`src/rtl/pong_pkg.sv`:
```
// Shared types and constants for the pong score board: FSM states, BCD digits,
// and the DE2 active-low seven-segment encoding.
package pong_pkg;

    typedef enum logic {
        ST_PLAY = 1'b0,
        ST_OVER = 1'b1
    } state_e;

    typedef logic [3:0] bcd_t;

    typedef struct packed {
        bcd_t tens;
        bcd_t units;
    } score_t;

    localparam logic [6:0] SEG_BLANK = 7'h7F;

    // Segment order {g,f,e,d,c,b,a}, active low.
    localparam logic [6:0] SEG_DIGITS [10] = '{
        7'h40, 7'h79, 7'h24, 7'h30, 7'h19,
        7'h12, 7'h02, 7'h78, 7'h00, 7'h10
    };

    function automatic score_t bcd_inc(score_t s);
        score_t r;
        if (s.units == 4'd9) begin
            r.tens  = s.tens + 4'd1;
            r.units = 4'd0;
        end else begin
            r.tens  = s.tens;
            r.units = s.units + 4'd1;
        end
        return r;
    endfunction

    function automatic score_t to_bcd(int unsigned v);
        score_t r;
        r.tens  = 4'(v / 10);
        r.units = 4'(v % 10);
        return r;
    endfunction

endpackage

```
`src/rtl/pong_bcd_to_seg.sv`:
```
// One BCD digit to active-low seven-segment pattern, with a forced-blank input.
module pong_bcd_to_seg
    import pong_pkg::*;
(
    input  bcd_t       digit,
    input  logic       blank,
    output logic [6:0] seg
);

    always_comb begin
        seg = SEG_BLANK;
        if (!blank && digit <= 4'd9) begin
            seg = SEG_DIGITS[digit];
        end
    end

endmodule

```
`src/rtl/pong_score_board.sv`:
```
// Two-player BCD score keeper with match-end detection and HEX display drive.
// Optional feature macro SCORE_FLASH_EN: flash the winner's digits while OVER.
module pong_score_board
    import pong_pkg::*;
#(
    parameter int unsigned WIN_SCORE = 11,
    parameter int unsigned FLASH_DIV = 25_000_000
) (
    input  logic       clk,
    input  logic       rst,
    input  logic       point_left,
    input  logic       point_right,
    input  logic       new_match,
    output logic [6:0] hex0,
    output logic [6:0] hex1,
    output logic [6:0] hex2,
    output logic [6:0] hex3,
    output logic [6:0] hex4,
    output logic [6:0] hex5,
    output logic [6:0] hex6,
    output logic [6:0] hex7,
    output logic       game_over,
    output logic       winner
);

    if (WIN_SCORE < 1 || WIN_SCORE > 99) begin : g_bad_win_score
        $error("WIN_SCORE must be in 1..99");
    end
    if (FLASH_DIV < 2) begin : g_bad_flash_div
        $error("FLASH_DIV must be at least 2");
    end

    localparam score_t WIN_BCD = to_bcd(WIN_SCORE);

    state_e state_q, state_d;
    score_t score_l_q, score_l_d, score_r_q, score_r_d;
    score_t nxt_l, nxt_r;
    logic   winner_q, winner_d;

    always_comb begin
        nxt_l     = point_left  ? bcd_inc(score_l_q) : score_l_q;
        nxt_r     = point_right ? bcd_inc(score_r_q) : score_r_q;
        state_d   = state_q;
        score_l_d = score_l_q;
        score_r_d = score_r_q;
        winner_d  = winner_q;
        if (new_match) begin
            state_d   = ST_PLAY;
            score_l_d = '0;
            score_r_d = '0;
            winner_d  = 1'b0;
        end else if (state_q == ST_PLAY) begin
            score_l_d = nxt_l;
            score_r_d = nxt_r;
            if (nxt_l == WIN_BCD || nxt_r == WIN_BCD) begin
                state_d  = ST_OVER;
                // A tie on the winning point goes to the left player.
                winner_d = (nxt_r == WIN_BCD) && (nxt_l != WIN_BCD);
            end
        end
    end

    always_ff @(posedge clk) begin
        if (rst) begin
            state_q   <= ST_PLAY;
            score_l_q <= '0;
            score_r_q <= '0;
            winner_q  <= 1'b0;
        end else begin
            state_q   <= state_d;
            score_l_q <= score_l_d;
            score_r_q <= score_r_d;
            winner_q  <= winner_d;
        end
    end

    assign game_over = (state_q == ST_OVER);
    assign winner    = winner_q;

    logic flash_hide;

`ifdef SCORE_FLASH_EN
    localparam int unsigned CNT_W = $clog2(FLASH_DIV);
    localparam logic [CNT_W-1:0] CNT_LAST = CNT_W'(FLASH_DIV - 1);

    logic [CNT_W-1:0] flash_cnt_q;
    logic             flash_vis_q;

    // Held at zero/visible outside OVER, so counting starts fresh on entry.
    always_ff @(posedge clk) begin
        if (rst || state_q != ST_OVER) begin
            flash_cnt_q <= '0;
            flash_vis_q <= 1'b1;
        end else if (flash_cnt_q == CNT_LAST) begin
            flash_cnt_q <= '0;
            flash_vis_q <= ~flash_vis_q;
        end else begin
            flash_cnt_q <= flash_cnt_q + 1'b1;
        end
    end

    assign flash_hide = (state_q == ST_OVER) && !flash_vis_q;
`else
    assign flash_hide = 1'b0;
`endif

    logic       hide_l, hide_r;
    logic [6:0] seg_lt, seg_lu, seg_rt, seg_ru;

    assign hide_l = flash_hide && !winner_q;
    assign hide_r = flash_hide && winner_q;

    pong_bcd_to_seg u_seg_lt (
        .digit (score_l_q.tens),
        .blank (hide_l || score_l_q.tens == 4'd0),
        .seg   (seg_lt)
    );
    pong_bcd_to_seg u_seg_lu (
        .digit (score_l_q.units),
        .blank (hide_l),
        .seg   (seg_lu)
    );
    pong_bcd_to_seg u_seg_rt (
        .digit (score_r_q.tens),
        .blank (hide_r || score_r_q.tens == 4'd0),
        .seg   (seg_rt)
    );
    pong_bcd_to_seg u_seg_ru (
        .digit (score_r_q.units),
        .blank (hide_r),
        .seg   (seg_ru)
    );

    always_ff @(posedge clk) begin
        if (rst) begin
            hex7 <= SEG_BLANK;
            hex6 <= SEG_DIGITS[0];
            hex1 <= SEG_BLANK;
            hex0 <= SEG_DIGITS[0];
        end else begin
            hex7 <= seg_lt;
            hex6 <= seg_lu;
            hex1 <= seg_rt;
            hex0 <= seg_ru;
        end
    end

    assign hex2 = SEG_BLANK;
    assign hex3 = SEG_BLANK;
    assign hex4 = SEG_BLANK;
    assign hex5 = SEG_BLANK;

endmodule

```
`config.mk`:
```
export PLATFORM = sky130hd
export DESIGN_NAME = pong_score_board
export DESIGN_NICKNAME = d
export VERILOG_FILES = /design/src/rtl/pong_pkg.sv /design/src/rtl/pong_bcd_to_seg.sv /design/src/rtl/pong_score_board.sv
export SDC_FILE = /design/constraint.sdc
export NUM_CORES = 1
export LEC_CHECK = 0
export CORE_UTILIZATION = 53
export DETAILED_ROUTE_END_ITERATION = 7
export PLACE_DENSITY = 0.83
export SLEW_MARGIN = 20
export SYNTH_ARGS = -nofsm -noshare
export SYNTH_HDL_FRONTEND = slang
export SYNTH_SLANG_ARGS = --single-unit
```
`constraint.sdc`:
```
create_clock -name clk -period 4.5 [get_ports clk]
set_clock_uncertainty 0.1 [all_clocks]
set_input_delay 1.35 -clock clk [delete_from_list [all_inputs] [get_ports clk]]
set_output_delay 1.35 -clock clk [all_outputs]
set_load 0.01 [all_outputs]
```
==> qor.txt, run 1 <==
Wl on met1 -> 1960 um
Netlist cell types -> 38
Number of remaining DRC errors -> 4
Delay-heaviest family, CP -> buffers and inverters
WS Path Type -> reg2out
Antenna violations before repair -> 0
CP max stage delay -> 630 ps
Worst endpoint required time -> 3050 ps
Design area -> 2840 um2
Critical path capture point type -> primary output
Yosys Chip Area -> 2480 um2
And+or+nand+nor area frac -> 17.5%
XORs/XNORs by Area -> 3.17%
Row count -> 24
Layer with the highest usage -> met2
Outcome -> finished with violations
Max_slew headroom -> 65.7%
Worst R2R Start -> score_r_q[1]
Diode count -> 0
Most numerous logic cells after layout -> dfxtp_1 (46), a21oi_1 (35), clkdlybuf4s50_1 (34), nor2_1 (31), conb_1 (28)
Die area -> 4970 um2
Mapped Area -> 2480 um2
Max Slew Vio Count -> 0
Die width -> 70.5 um
Worst-case clock buffer depth -> 2
Seq group -> 0.413 mW
Failing checks -> DRC
Layout cells sized above 1 -> 3.31%
Slowest library cell on the worst path -> clkdlybuf4s50_1
Tot Pwr -> 0.764 mW
Aoi share -> 18.5%
Hold EP -> winner
Seq pwr share -> 54.1%
Worst Reg-to-Reg Cells -> 7
Final period util -> 66.4%
Worst setup margin -> 1510 ps
Synth area leader -> dfxtp_1
Post-Syn Area per Cell -> 8.17 um2
Clock latency on the worst-skew pair -> 300 ps
==> run 1: final cells by class <==
type	count	area, um2	area share, %
clock buffers	5	68.8	2.43
well taps	52	65.1	2.29
clock inverters	3	40.0	1.41
inverters	18	67.6	2.38
flip-flops and latches	46	921	32.5
repair buffers	35	348	12.3
multi-input cells	225	1330	46.8
==> run 1: worst max-delay path by stage <==
stage	to	cells after the start	from
6_report	game_over	1	game_over
5_1_grt	game_over	1	game_over
4_1_cts	game_over	1	game_over
3_5_place_dp	game_over	6	point_left
3_3_place_gp	game_over	5	rst
2_1_floorplan	winner	6	rst
==> run 1: state kept, by name, summed over array words and instances (netlist names) <==
register / flops
hex6: 7
hex0: 7
game_over: 1
score_r_q: 8
score_l_q: 8
hex1: 7
winner: 1
hex7: 7
==> run_1/layer_met3.png <==
Cells faint in the background.
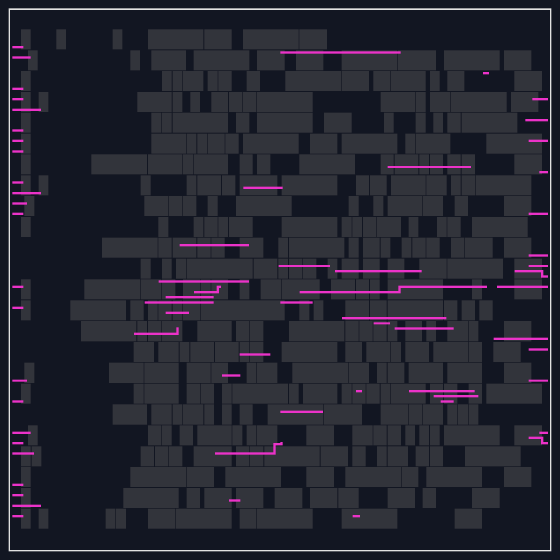
The wires run mostly horizontal. The layer carries 264 um of wire.

==> run_1/clk_routes.png <==
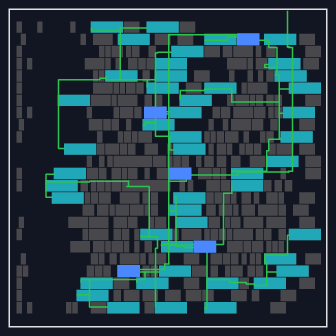
Green stands for clock wires, length 551 um. Cyan stands for flip-flops, count 46. Blue stands for clock drivers, count 5.
There are 6 routed clock nets.

==> run_1/congestion.png <==
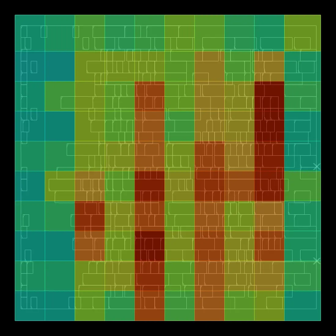
met1 Use GR: 22.1%
GR Util All Layers: 19.3%

==> run_1/logic_types.png <==
Bar = 20 um.
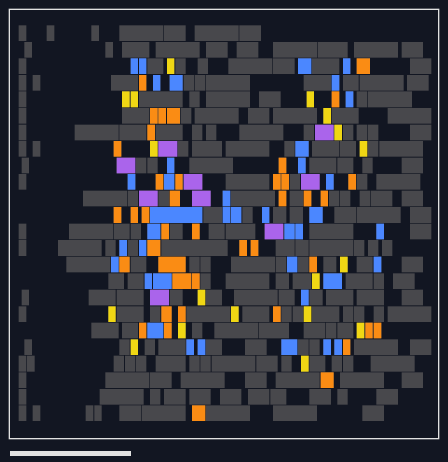
Blue stands for NAND gates, cells 39, most used nand2_1. Orange stands for NOR gates, cells 41, most used nor2_1. Yellow stands for inverters, cells 18, most used inv_1. Purple stands for XOR/XNOR gates, cells 9, most used xnor2_1.

## Run 2: what changed since run 1
--- a/config.mk
+++ b/config.mk
@@ -5,9 +5,9 @@
 export SDC_FILE = /design/constraint.sdc
 export NUM_CORES = 1
 export LEC_CHECK = 0
-export CORE_UTILIZATION = 53
+export CORE_UTILIZATION = 44
 export DETAILED_ROUTE_END_ITERATION = 7
-export PLACE_DENSITY = 0.83
+export PLACE_DENSITY = 0.74
 export SLEW_MARGIN = 20
 export SYNTH_ARGS = -nofsm -noshare
 export SYNTH_HDL_FRONTEND = slang
==> constraint.sdc (replaced) <==
create_clock -name clk -period 2.6 [get_ports clk]
set_clock_uncertainty 0.1 [all_clocks]
set_input_delay 0.78 -clock clk [delete_from_list [all_inputs] [get_ports clk]]
set_output_delay 0.78 -clock clk [all_outputs]
set_load 0.01 [all_outputs]
==> run 2 against run 1 <==
  * The flow now finishes without violations
  * First-iteration DRC count shrank 46%
  * Non-clock buffer count grew 5
  * Critical path depth grew 5
  * Total power grew 73%
  * Critical path type is now in2reg
  * Largest cell class unchanged
==> qor.txt, run 2 <==
Worst path arrival time -> 2380 ps (was 1540 ps)
Crit path to -> game_over (unchanged)
Design area -> 2900 um2 (was 2840 um2)
Worst Setup SP -> point_left (was game_over)
Die area -> 5950 um2 (was 4970 um2)
Critical path capture point type -> register (was primary output)
Delay-heaviest family, CP -> simple AND/OR/NAND/NOR gates (was buffers and inverters)
Worst setup margin -> 362 ps (was 1510 ps)
List of most frequent post-synthesis cells -> dfxtp_1 (46), a21oi_1 (35), nor2_1 (31), buf_4 (28), nand2_1 (25) (unchanged)
Die width -> 77.2 um (was 70.5 um)
Row count -> 26 (was 24)
DP Wirelength -> 3200 um (was 3300 um)
Outcome -> complete, no violations (was finished with violations)
Yosys Chip Area -> 2480 um2 (unchanged)
Largest logic family -> AND-OR/OR-AND gates (unchanged)
Aoi share -> 18.5% (unchanged)
Most numerous logic cells after layout -> dfxtp_1 (46), a21oi_1 (35), clkdlybuf4s50_1 (34), nor2_1 (31), conb_1 (28) (unchanged)
Max Slew Vio Count -> 0 (unchanged)
Yosys cell count -> 304 (unchanged)
CTS tree -> done (unchanged)
I/O Pins -> 63 (unchanged)
Port-buffer cells -> 34 (unchanged)
Worst R2R Start -> score_l_q[4] (was score_r_q[1])
Layout cells sized above 1 -> 4.75% (was 3.31%)
Cell count along the critical path -> 6 (was 1)
Antenna violations before repair -> 0 (unchanged)
Final period util -> 86.1%
Max Cap Viol -> 0 (unchanged)
Synth area leader -> dfxtp_1 (unchanged)
CTS buffer count -> 5 (unchanged)
Post-Syn Area per Cell -> 8.17 um2 (unchanged)
Worst Reg-to-Reg Cells -> 6 (was 7)
Max_slew headroom -> 66.4% (was 65.7%)
Diode count -> 0 (unchanged)
Worst-case clock buffer depth -> 2 (unchanged)
Tot Pwr -> 1.32 mW (was 0.764 mW)
Log Warnings -> 42 (unchanged)
Slowest library cell on the worst path -> clkdlybuf4s50_1 (unchanged)
Worst endpoint required time -> 2740 ps (was 3050 ps)
XORs/XNORs by Area -> 3.17% (unchanged)
Hold EP -> winner (unchanged)
Vias -> 2010 (was 2038)
WS Path Type -> in2reg (was reg2out)
Mapped Area -> 2480 um2 (unchanged)
And+or+nand+nor area frac -> 17.5% (unchanged)
CP max FO -> 4 (was 15)
Number of remaining DRC errors -> 0 (was 4)
Biggest regs -> score_l_q x8, score_r_q x8 (unchanged)
CP max stage delay -> 480 ps (was 630 ps)
-- run 2: cell type report --
class                      count  area (um2)  area share, %
tap                           70        87.6           3.02
clock inverter                 3        40.0           1.38
clock buffer                   5        68.8           2.37
inverter                      18        67.6           2.33
timing repair buffer          40         385           13.3
sequential                    46         921           31.8
multi-input combinational    225        1330           45.8
-- run 2: per-layer routing --
metal	vias to the layer above	GRT usage [%]	wire length, um
met5	-	0	0
met4	0	6.79	70
met3	6	3.10	190
met2	64	27.1	2140
met1	905	18.0	1980
li1	1035	-	-
-- run 2: where the power goes --
part           internal (mW)  leakage, nW  switching (mW)
clock network          0.283       0.0579           0.239
registers              0.710        0.372         0.00502
logic                 0.0294        0.705          0.0544
==> run_2/logic_types.png <==
Bar = 20 um.
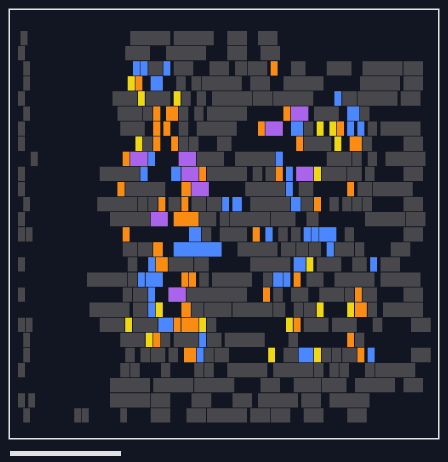
Blue stands for NAND gates, cells 39, most used nand2_1. Orange stands for NOR gates, cells 41, most used nor2_1. Purple stands for XOR/XNOR gates, cells 9, most used xnor2_1. Yellow stands for inverters, cells 18, most used inv_1.

==> run_2/congestion.png <==
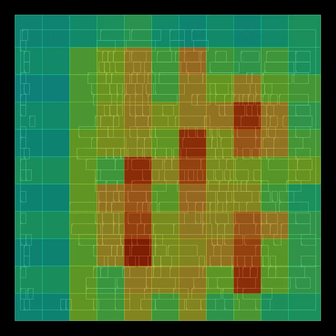
GR Util met3: 3.10%
final design utilization: 55.0%
GR Util All Layers: 15.4%

## Run 3: what changed since run 2
--- a/config.mk
+++ b/config.mk
@@ -5,6 +5,7 @@
 export SDC_FILE = /design/constraint.sdc
 export NUM_CORES = 1
 export LEC_CHECK = 0
+export CAP_MARGIN = 30
 export CORE_UTILIZATION = 44
 export DETAILED_ROUTE_END_ITERATION = 7
 export PLACE_DENSITY = 0.74
==> run_3/clk_routes.png <==
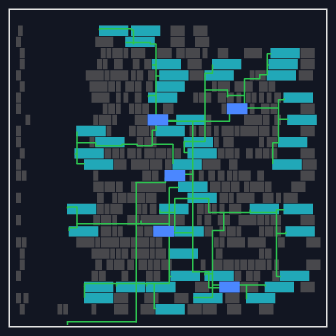
Cyan stands for flip-flops, count 46. Blue stands for clock drivers, count 5. Green stands for clock wires, length 531 um.
There are 6 routed clock nets.

==> run_3/logic_types.png <==
Bar = 20 um.
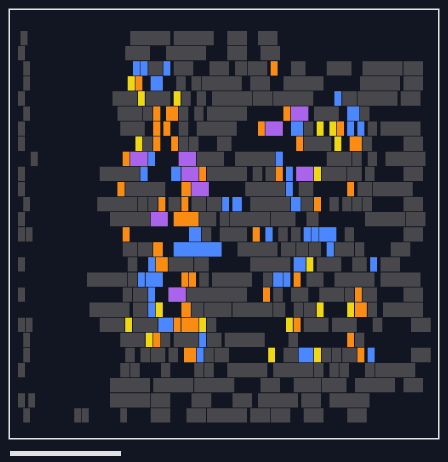
Orange stands for NOR gates, cells 41, most used nor2_1. Yellow stands for inverters, cells 18, most used inv_1. Purple stands for XOR/XNOR gates, cells 9, most used xnor2_1. Blue stands for NAND gates, cells 39, most used nand2_1.

==> run 3 against run 2 <==
  * Wire length is the same
  * Synthesized cell count did not move
  * Flip-flop count stayed put
  * Largest cell class unchanged
  * Sequential share of layout area unchanged
==> qor.txt, run 3 <==
List of most frequent post-synthesis cells -> dfxtp_1 (46), a21oi_1 (35), nor2_1 (31), buf_4 (28), nand2_1 (25) (unchanged)
Max Slew Vio Count -> 0 (unchanged)
Seq pwr share -> 54.1% (about the same)
Slowest library cell on the worst path -> clkdlybuf4s50_1 (unchanged)
Largest logic family -> AND-OR/OR-AND gates (unchanged)
WS Path Type -> in2reg (unchanged)
Layout cells sized above 1 -> 4.75% (unchanged)
Delay-heaviest family, CP -> simple AND/OR/NAND/NOR gates (unchanged)
Top Metal Used -> met4 (unchanged)
Aoi share -> 18.5% (unchanged)
Worst path arrival time -> 2380 ps (about the same)
Worst endpoint required time -> 2740 ps (about the same)
P_comb -> 0.0838 mW (about the same)
Worst setup margin -> 362 ps (unchanged)
Internal Power -> 1.02 mW (unchanged)
Worst-case clock buffer depth -> 2 (unchanged)
CP max FO -> 4 (unchanged)
DP Wirelength -> 3200 um (unchanged)
CTS buffer count -> 5 (unchanged)
Biggest regs -> score_l_q x8, score_r_q x8 (unchanged)
Most numerous logic cells after layout -> dfxtp_1 (46), a21oi_1 (35), clkdlybuf4s50_1 (34), nor2_1 (31), conb_1 (28) (unchanged)
Met2 GRT Util -> 27.1% (unchanged)
Design area -> 2900 um2 (unchanged)
Post-Syn Area per Cell -> 8.17 um2 (unchanged)
Tot Pwr -> 1.32 mW (unchanged)
Wl on met1 -> 1980 um (unchanged)
Diode count -> 0 (unchanged)
Log Warnings -> 42 (unchanged)
Antenna violations before repair -> 0 (unchanged)
Netlist cell types -> 38 (unchanged)
Number of remaining DRC errors -> 0 (unchanged)
Clock latency on the worst-skew pair -> 300 ps (about the same)
Seq group -> 0.715 mW (about the same)
Combinational Power Share -> 6.3% (about the same)
XORs/XNORs by Area -> 3.17% (unchanged)
Final period util -> 86.1% (unchanged)
Mapped Area -> 2480 um2 (unchanged)
Yosys cell count -> 304 (unchanged)
Synth area leader -> dfxtp_1 (unchanged)
WL met2 -> 2140 um (unchanged)
Switch share -> 22.6% (unchanged)
Row count -> 26 (unchanged)
Outcome -> complete, no violations (unchanged)
CP max stage delay -> 480 ps (about the same)
==> run 3: cell counts in the layout (fill, tap and decap cells not counted) <==
Identical to the previous run, type by type.
==> run 3: cell type report <==
class | count | area [um2] | share of cell area, %
multi-input cells | 225 | 1330 | 45.8
flip-flops and latches | 46 | 921 | 31.8
repair buffers | 40 | 385 | 13.3
well taps | 70 | 87.6 | 3.02
clock buffers | 5 | 68.8 | 2.37
inverters | 18 | 67.6 | 2.33
clock inverters | 3 | 40.0 | 1.38
==> run 3: final timing paths <==
kind | from | end | cells past startpoint
max | point_left | game_over | 6
min | winner | winner | 2
max reg2reg | score_l_q[4] | game_over | 6
min reg2reg | winner | winner | 2

## Gallery

Sizing map.
image #1
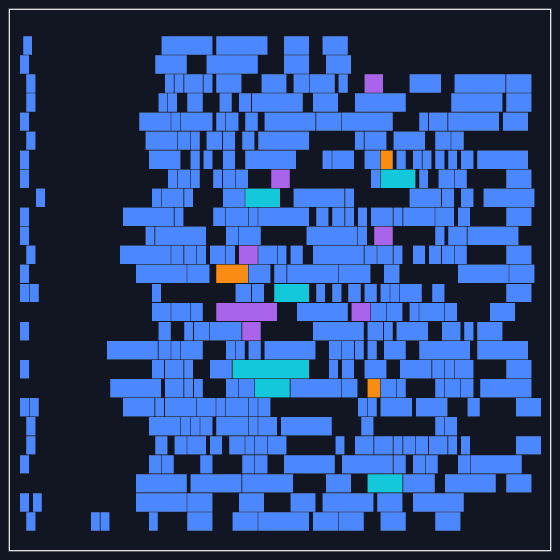
image #2
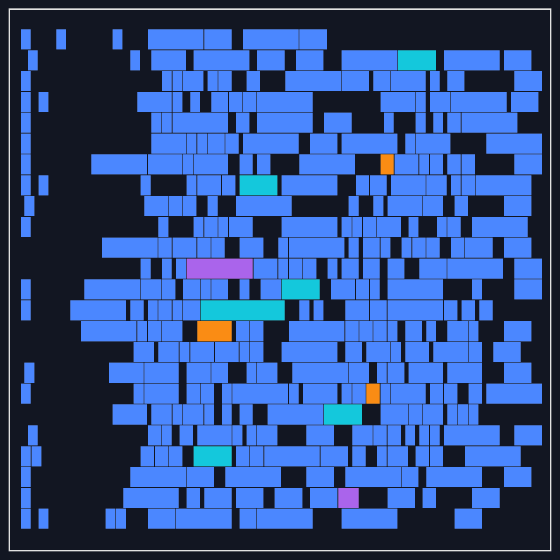
| picture | from |
|---|---|
| image #2 | run 1 |
| image #1 | run 2 |

Power and IR drop assume default switching activity.
